**Run 1: placement by cell class**

Drawn at 4 px/um.
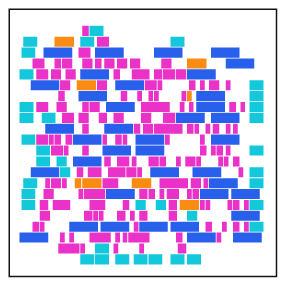
**Run 1: wires at chosen ports, followed through buffers**

Drawn at 8 px/um.
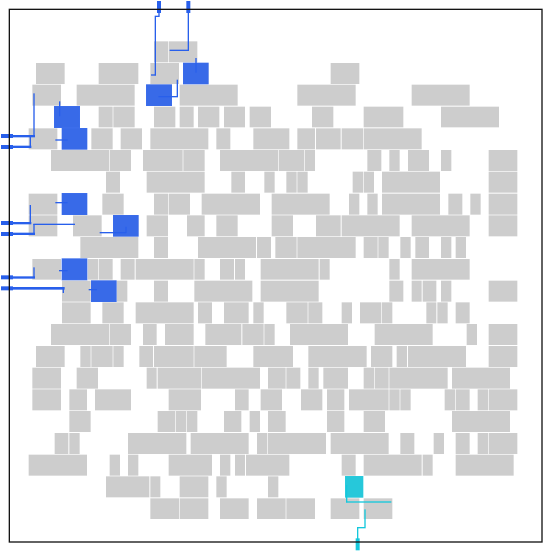
**Run 1: sequential cells grouped by signal name**

Drawn at 4 px/um.
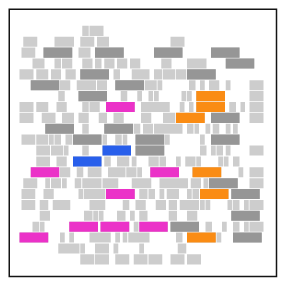
==> src/rtl/digit_serial_add_sub.sv <==
`default_nettype none
// ============================================================================
// Module   : digit_serial_add_sub
// Function : N-bit adder/subtractor that works D bits per clock, LSB digit
//            first, behind valid/ready handshakes on both sides.
// Revision : 1.0
// ============================================================================
module digit_serial_add_sub #(
    parameter int N = 8,
    parameter int D = 2
) (
    input  logic         clk,
    input  logic         rst,
    input  logic         in_valid,
    output logic         in_ready,
    input  logic [N-1:0] a,
    input  logic [N-1:0] b,
    input  logic         add_sub,
    output logic         out_valid,
    input  logic         out_ready,
    output logic [N-1:0] s,
    output logic         c_out,
    output logic         ovf
);

    localparam int NDIG  = N / D;
    localparam int CNT_W = (NDIG > 1) ? $clog2(NDIG) : 1;

    if (N < 2 || D < 1 || D > N || (N % D) != 0) begin : g_param_check
        $fatal(1, "digit_serial_add_sub: need N >= 2, 1 <= D <= N and N %% D == 0");
    end

    typedef enum logic [1:0] {
        S_IDLE = 2'd0,
        S_RUN  = 2'd1,
        S_DONE = 2'd2
    } state_t;

    state_t           r_state;
    state_t           w_state_nxt;
    logic             w_accept;
    logic             w_in_ready;
    logic             w_out_valid;
    logic             w_last;

    logic [N-1:0]     r_a;
    logic [N-1:0]     r_b;
    logic [N-1:0]     r_res;
    logic [N-1:0]     r_s;
    logic             r_carry;
    logic             r_add_sub;
    logic             r_c_out;
    logic             r_ovf;
    logic [CNT_W-1:0] r_cnt;

    logic [D:0]       w_dsum;
    logic [N-1:0]     w_res_nxt;
    logic             w_cin_msb;

    assign w_dsum = {1'b0, r_a[D-1:0]} + {1'b0, r_b[D-1:0]} + {{D{1'b0}}, r_carry};

    // Carry into the digit's top bit recovered from the sum bit: s = a ^ b ^ cin.
    assign w_cin_msb = r_a[D-1] ^ r_b[D-1] ^ w_dsum[D-1];

    assign w_last = (r_cnt == CNT_W'(NDIG - 1));

    if (D == N) begin : g_full
        assign w_res_nxt = w_dsum[D-1:0];
    end else begin : g_part
        assign w_res_nxt = {w_dsum[D-1:0], r_res[N-1:D]};
    end

    always_ff @(posedge clk) begin
        if (rst) begin
            r_state <= S_IDLE;
        end else begin
            r_state <= w_state_nxt;
        end
    end

    always_comb begin
        w_state_nxt = r_state;
        w_in_ready  = 1'b0;
        w_out_valid = 1'b0;
        w_accept    = 1'b0;
        case (r_state)
            S_IDLE: begin
                w_in_ready = 1'b1;
                w_accept   = in_valid;
                if (in_valid) begin
                    w_state_nxt = S_RUN;
                end
            end
            S_RUN: begin
                if (w_last) begin
                    w_state_nxt = S_DONE;
                end
            end
            S_DONE: begin
                w_out_valid = 1'b1;
                if (out_ready) begin
                    w_state_nxt = S_IDLE;
                end
            end
            default: begin
                w_state_nxt = S_IDLE;
            end
        endcase
    end

    always_ff @(posedge clk) begin
        if (rst) begin
            r_a       <= '0;
            r_b       <= '0;
            r_res     <= '0;
            r_s       <= '0;
            r_carry   <= 1'b0;
            r_add_sub <= 1'b0;
            r_c_out   <= 1'b0;
            r_ovf     <= 1'b0;
            r_cnt     <= '0;
        end else if (w_accept) begin
            // Subtraction as A + ~B + 1: invert B here, seed the carry with 1.
            r_a       <= a;
            r_b       <= b ^ {N{add_sub}};
            r_add_sub <= add_sub;
            r_carry   <= add_sub;
            r_cnt     <= '0;
        end else if (r_state == S_RUN) begin
            r_a     <= r_a >> D;
            r_b     <= r_b >> D;
            r_res   <= w_res_nxt;
            r_carry <= w_dsum[D];
            r_cnt   <= r_cnt + 1'b1;
            if (w_last) begin
                r_s     <= w_res_nxt;
                r_c_out <= r_add_sub ^ w_dsum[D];
                r_ovf   <= w_cin_msb ^ w_dsum[D];
            end
        end
    end

    assign in_ready  = w_in_ready;
    assign out_valid = w_out_valid;
    assign s         = r_s;
    assign c_out     = r_c_out;
    assign ovf       = r_ovf;

endmodule
`default_nettype wire

==> config.mk <==
export PLATFORM = sky130hd
export DESIGN_NAME = digit_serial_add_sub
export DESIGN_NICKNAME = d
export VERILOG_FILES = /design/src/rtl/digit_serial_add_sub.sv
export SDC_FILE = /design/constraint.sdc
export NUM_CORES = 1
export LEC_CHECK = 0
export CORE_MARGIN = 2
export CORE_UTILIZATION = 45
export DETAILED_ROUTE_END_ITERATION = 16
export GPL_ROUTABILITY_DRIVEN = 0
export MAX_ROUTING_LAYER = met4
export PLACE_DENSITY = 0.71
export SLEW_MARGIN = 10
export SYNTH_ARGS = -nofsm -noshare
export SYNTH_HDL_FRONTEND = slang
export SYNTH_SLANG_ARGS = --single-unit
==> constraint.sdc <==
create_clock -name clk -period 2.7 [get_ports clk]
set_input_delay 0.81 -clock clk [delete_from_list [all_inputs] [get_ports clk]]
set_output_delay 0.81 -clock clk [all_outputs]
set_load 0.02 [all_outputs]
==> flow_summary.yaml, run 1 <==
# physical design summary
final_layout:
  area_growth_pct: 24.5
  clock_buffers: 7
  num-nonclk-inverters: 5
  layout-drive-gt1-share_pct: 9.17
  stdcell_count: 277
  nets: 253
  dominant-cell-class: "logic gates"
yosys:
  synthMuxAreaShare_pct: 0.571
  topCombFamilyByArea: "simple AND/OR/NAND/NOR gates"
  ys_sh_simple_pct: 22.1
  aoi_share_pct: 19.1
  ys_cells: 198
  netlist_area_sq_um: 1750
  ff_type: "dfxtp_1"
  top_area_share_pct: 43.4
  syn-num-nets: 223
  synthXorXnorAreaFrac_pct: 5.50
  async_flop_share_pct: 0
  ys.flops: 38
  yosysSeqAreaShare_pct: 43.4
  synth_top_cell_by_area: "dfxtp_1"
  synthTopCellsByCount: "dfxtp_1, nand2_1, a21oi_1"
final_timing:
  rsz0062_at_grt: "false"
  period_used_pct: 88.1
  hold_viol: 0
  worst_slew_pin_slew_ps: 577
  holdWs_ps: 456
  fin_tns_setup_ps: 0
routing:
  drc: 0
  drtIter0Drc: 83
  viasPerCell: 5.11
  num_vias: 1416
  highest_layer: "met4"
  dr_wl_met2_mm: 1.55
  wl_met3_um: 113
  ant_nets: 0
hold_path:
  worstHoldPathCells: 2
placed_design:
  dp_slack_ps: 413
  hpwl_mm: 2.37
  place_inst: 269
clocking:
  cts.sinks: 38
  cts_tree: "done"
  cts_buffers: 5
  cts_setup_buffers: 0
  clk-insertion-delay-late_ps: 290
  cts_htree_levels: 2
  clockBufferDepth: 2
  cts_resized: 0
critical_path:
  critPathSlowestCell: "clkdlybuf4s50_1"
  critPathMaxFanout: 14
  reg2reg_to: "ovf"
  reg2reg_from: "r_a[0]"
  critPathKind: "reg -> out"
  critPathMaxStageDelay_ps: 630
pwr:
  p_comb_share_pct: 15.5
  peakVddDrop_uv: 311
  powerComb_w: 0.000185
  leakage_nw: 0.800
  seqPwrFrac_pct: 51.0
  p_total_w: 0.00119
  powerSeq_w: 0.000609
  p_per_area_nw_per_um2: 547
floorplan:
  fp.dieH_um: 66.4
  initial_utilization_pct: 47.2
  dieArea_sq_um: 4410
global_route:
  met3_usage_pct: 4.09
  antenna_found_initial: 0
  grt_use_met1_pct: 21.6
run:
  maxCapViolCount: 0
outcome:
  status: "finished, final reports clean"
Back to the opening pictures, 'placement by cell class':
legend:
  orange:
    class: clock drivers and dummy loads
    cells: 8
  blue:
    class: flops
    cells: 38
  magenta:
    class: all other logic
    cells: 146
  cyan:
    class: other buffers and delay cells
    cells: 37

Back to the opening pictures, 'wires at chosen ports, followed through buffers':
legend:
  cyan:
    port: out_ready
    bits: 1
    direction: input
    edge: south
    end_cells: 1
    buffers: 1
    wire: 12.1 um
  blue:
    port: b
    bits: 8
    direction: input
    edge: 6 west, 2 north
    end_cells: 8
    buffers: 8
    wire: 66.7 um

Back to the opening pictures, 'sequential cells grouped by signal name':
legend:
  blue:
    netlist_name: r_cnt
    flops: 2
  magenta:
    netlist_name: r_a
    flops: 8
  orange:
    netlist_name: r_res
    flops: 6
    where: east
not colored: 22

## Run 2: what changed since run 1
CORE_UTILIZATION = 30   (was 45)
HOLD_SLACK_MARGIN = 0.12   (was unset)
PLACE_DENSITY = unset   (was 0.71)
==> run 2 against run 1 <==
Net effect:
- die size increased by 47%
- via count decreased by 0.49%
- flip-flop count unchanged
- area after synthesis unchanged
==> flow_summary.yaml, run 2 <==
# physical design summary
outcome:
  status: "finished, final reports clean"
final_timing:
  holdWs_ps: 452
  worst_slew_pin_slew_ps: 511
  rsz0062_at_grt: "false"
  hold_viol: 0
  fin_tns_setup_ps: 0
final_layout:
  dominant-cell-class: "logic gates"
  clock_buffers: 7
  stdcell_count: 301
  layout-drive-gt1-share_pct: 8.73
  area_growth_pct: 25.8
  nets: 254
  num-nonclk-inverters: 5
  logic_area_sq_um: 893
global_route:
  met3_usage_pct: 3.71
  antenna_found_initial: 0
  grt_use_met1_pct: 17.1
clocking:
  cts.sinks: 38
  clk-insertion-delay-late_ps: 280
  clockBufferDepth: 2
  cts_buffers: 5
  cts_tree: "done"
  cts_setup_buffers: 0
  cts_resized: 0
routing:
  wl_met3_um: 175
  drc: 0
  ant_nets: 0
  num_vias: 1409
  drtIter0Drc: 63
yosys:
  yosysSeqAreaShare_pct: 43.4
  synthXorXnorAreaFrac_pct: 5.50
  syn-num-nets: 223
  aoi_share_pct: 19.1
  ys.flops: 38
  topCombFamilyByArea: "simple AND/OR/NAND/NOR gates"
  netlist_area_sq_um: 1750
  synth_top_cell_by_area: "dfxtp_1"
  async_flop_share_pct: 0
  synthTopCellsByCount: "dfxtp_1, nand2_1, a21oi_1"
  ys_cells: 198
  top_area_share_pct: 43.4
  ys_sh_simple_pct: 22.1
critical_path:
  critPathSlowestCell: "clkdlybuf4s50_1"
  reg2reg_to: "ovf"
  critPathMaxFanout: 8
run:
  maxCapViolCount: 0
pwr:
  powerComb_w: 0.000187
  p_total_w: 0.00116
  leakage_nw: 0.795
  p_comb_share_pct: 16.2
  p_per_area_nw_per_um2: 524
placed_design:
  hpwl_mm: 2.53
  place_inst: 294
  dp_slack_ps: 418
hold_path:
  worstHoldPathCells: 2
floorplan:
  initial_utilization_pct: 31.4
**Run 2: cell outlines without signal wires**

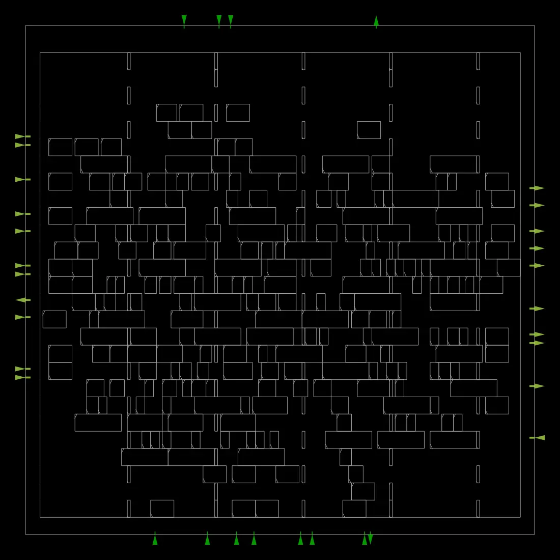
Post-Route Utilization: 39.6%
Tap Count: 72
Layout fillers: 604

**Run 2: sequential cells grouped by signal name**

Drawn at 3 px/um.
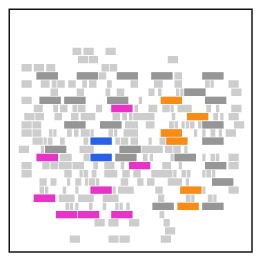
legend:
  orange:
    netlist_name: r_res
    flops: 6
  blue:
    netlist_name: r_cnt
    flops: 2
  magenta:
    netlist_name: r_a
    flops: 8

**Run 2: placement by cell class**

Drawn at 3 px/um.
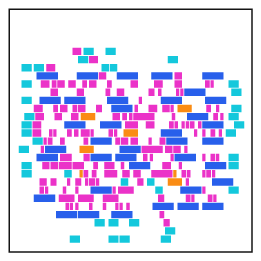
legend:
  orange:
    class: clock drivers and dummy loads
    cells: 7
  blue:
    class: flops
    cells: 38
  magenta:
    class: all other logic
    cells: 146
  cyan:
    class: other buffers and delay cells
    cells: 38

## Run 3: what changed since run 2
CTS_BUF_LIST = sky130_fd_sc_hd__clkbuf_8   (was unset)
clock period = 2.3 ns   (was 2.7 ns; I/O delays follow)
==> run 3 against run 2 <==
Net effect:
- synthesized cell count unchanged
- via count decreased by 0.28%
- non-clock buffer count increased by 1
- power rose by 28%
- sequential power is 17% higher
- final cell count up 0.66%
- cell area is 1.8% higher
- clock power grew about 50%
- clock skew up 5.5 ps
- global-route usage is 0.052 points higher
- critical endpoint unchanged
==> flow_summary.yaml, run 3 <==
# physical design summary
routing:
  ant_nets: 0
  wl_met3_um: 183
  dr_wl_met2_mm: 1.59
  drtIter0Drc: 39
  num_vias: 1405
  drc: 0
  viasPerCell: 4.64
critical_path:
  reg2reg_from: "r_b[0]"
  critPathKind: "reg -> out"
  reg2reg_to: "ovf"
  critPathSlowestCell: "clkdlybuf4s50_1"
  critPathMaxStageDelay_ps: 620
  critPathMaxFanout: 11
final_layout:
  num-nonclk-inverters: 5
  layout-drive-gt1-share_pct: 10.4
  area_growth_pct: 28.1
  clock_buffers: 8
  fill_cells: 595
  nets: 255
  lay_top_count: "dfxtp_1"
  logic_area_sq_um: 893
yosys:
  async_flop_share_pct: 0
  ys_cells: 198
  ys.flops: 38
  syn-num-nets: 223
  synthMuxAreaShare_pct: 0.571
  ys_sh_simple_pct: 22.1
  ff_type: "dfxtp_1"
  syn_inst: 198
  synth_top_cell_by_area: "dfxtp_1"
  netlist_area_sq_um: 1750
  synthTopCellsByCount: "dfxtp_1, nand2_1, a21oi_1"
  topCombFamilyByArea: "simple AND/OR/NAND/NOR gates"
  aoi_share_pct: 19.1
  synthXorXnorAreaFrac_pct: 5.50
  top_area_share_pct: 43.4
  yosysSeqAreaShare_pct: 43.4
clocking:
  cts.sinks: 38
  cts_tree: "done"
  cts_htree_levels: 2
  cts_resized: 1
  clk-insertion-delay-late_ps: 300
  cts_setup_buffers: 0
  cts_buffers: 5
floorplan:
  fp.dieH_um: 80.4
  initial_utilization_pct: 31.4
  well_tap_count: 72
  dieArea_sq_um: 6470
placed_design:
  hpwl_mm: 2.60
  place_inst: 295
  numPortBuffers: 32
  dp_slack_ps: 251
final_timing:
  hold_viol: 0
  fin_tns_setup_ps: 0
  period_used_pct: 96.1
  rsz0062_at_grt: "false"
  holdWs_ps: 455
  worst_slew_pin_slew_ps: 485
run:
  maxCapViolCount: 0
global_route:
  met3_usage_pct: 4.72
  grt_use_met1_pct: 15.4
pwr:
  seqPwrFrac_pct: 48.4
  powerComb_w: 0.000220
  p_total_w: 0.00148
  maxPowerGroup: "registers"
  p_per_area_nw_per_um2: 658
  peakVddDrop_uv: 260
  leakage_nw: 0.818
  powerSeq_w: 0.000715
  p_comb_share_pct: 14.9
hold_path:
  worstHoldPathCells: 2
outcome:
  status: "finished, final reports clean"
**Run 3: sequential cells grouped by signal name**

Drawn at 3 px/um.
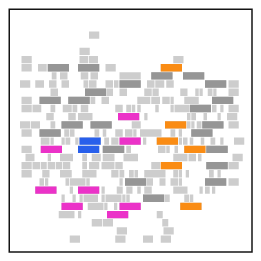
legend:
  blue:
    netlist_name: r_cnt
    flops: 2
  orange:
    netlist_name: r_res
    flops: 6
  magenta:
    netlist_name: r_a
    flops: 8

**Run 3: wires at chosen ports, followed through buffers**

Drawn at 6 px/um.
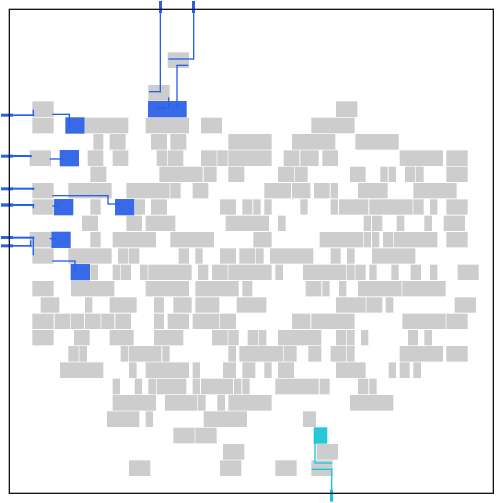
legend:
  blue:
    port: b
    bits: 8
    direction: input
    edge: 6 west, 2 north
    end_cells: 8
    buffers: 8
    wire: 92.1 um
  cyan:
    port: out_ready
    bits: 1
    direction: input
    edge: south
    end_cells: 1
    buffers: 1
    wire: 14.0 um

**Run 3: cell outlines without signal wires**

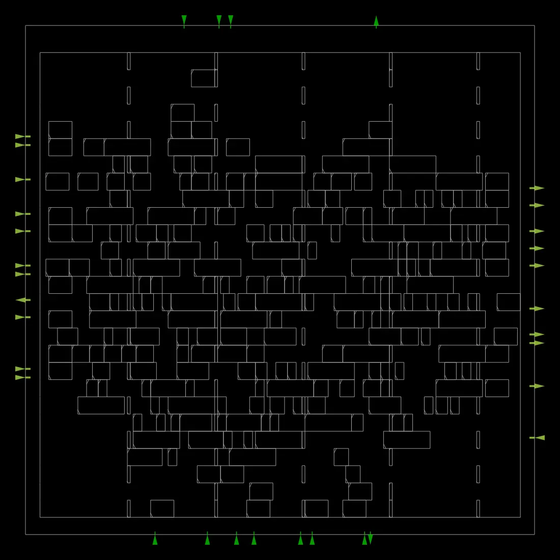
Post-Route Utilization: 40.3%
register fraction of the total cell area: 33.9%
sequential cell count: 38
Final Non-Filler Cells: 303
Core Region: 5570 sq um

Power is estimated from default activity; no workload was simulated.
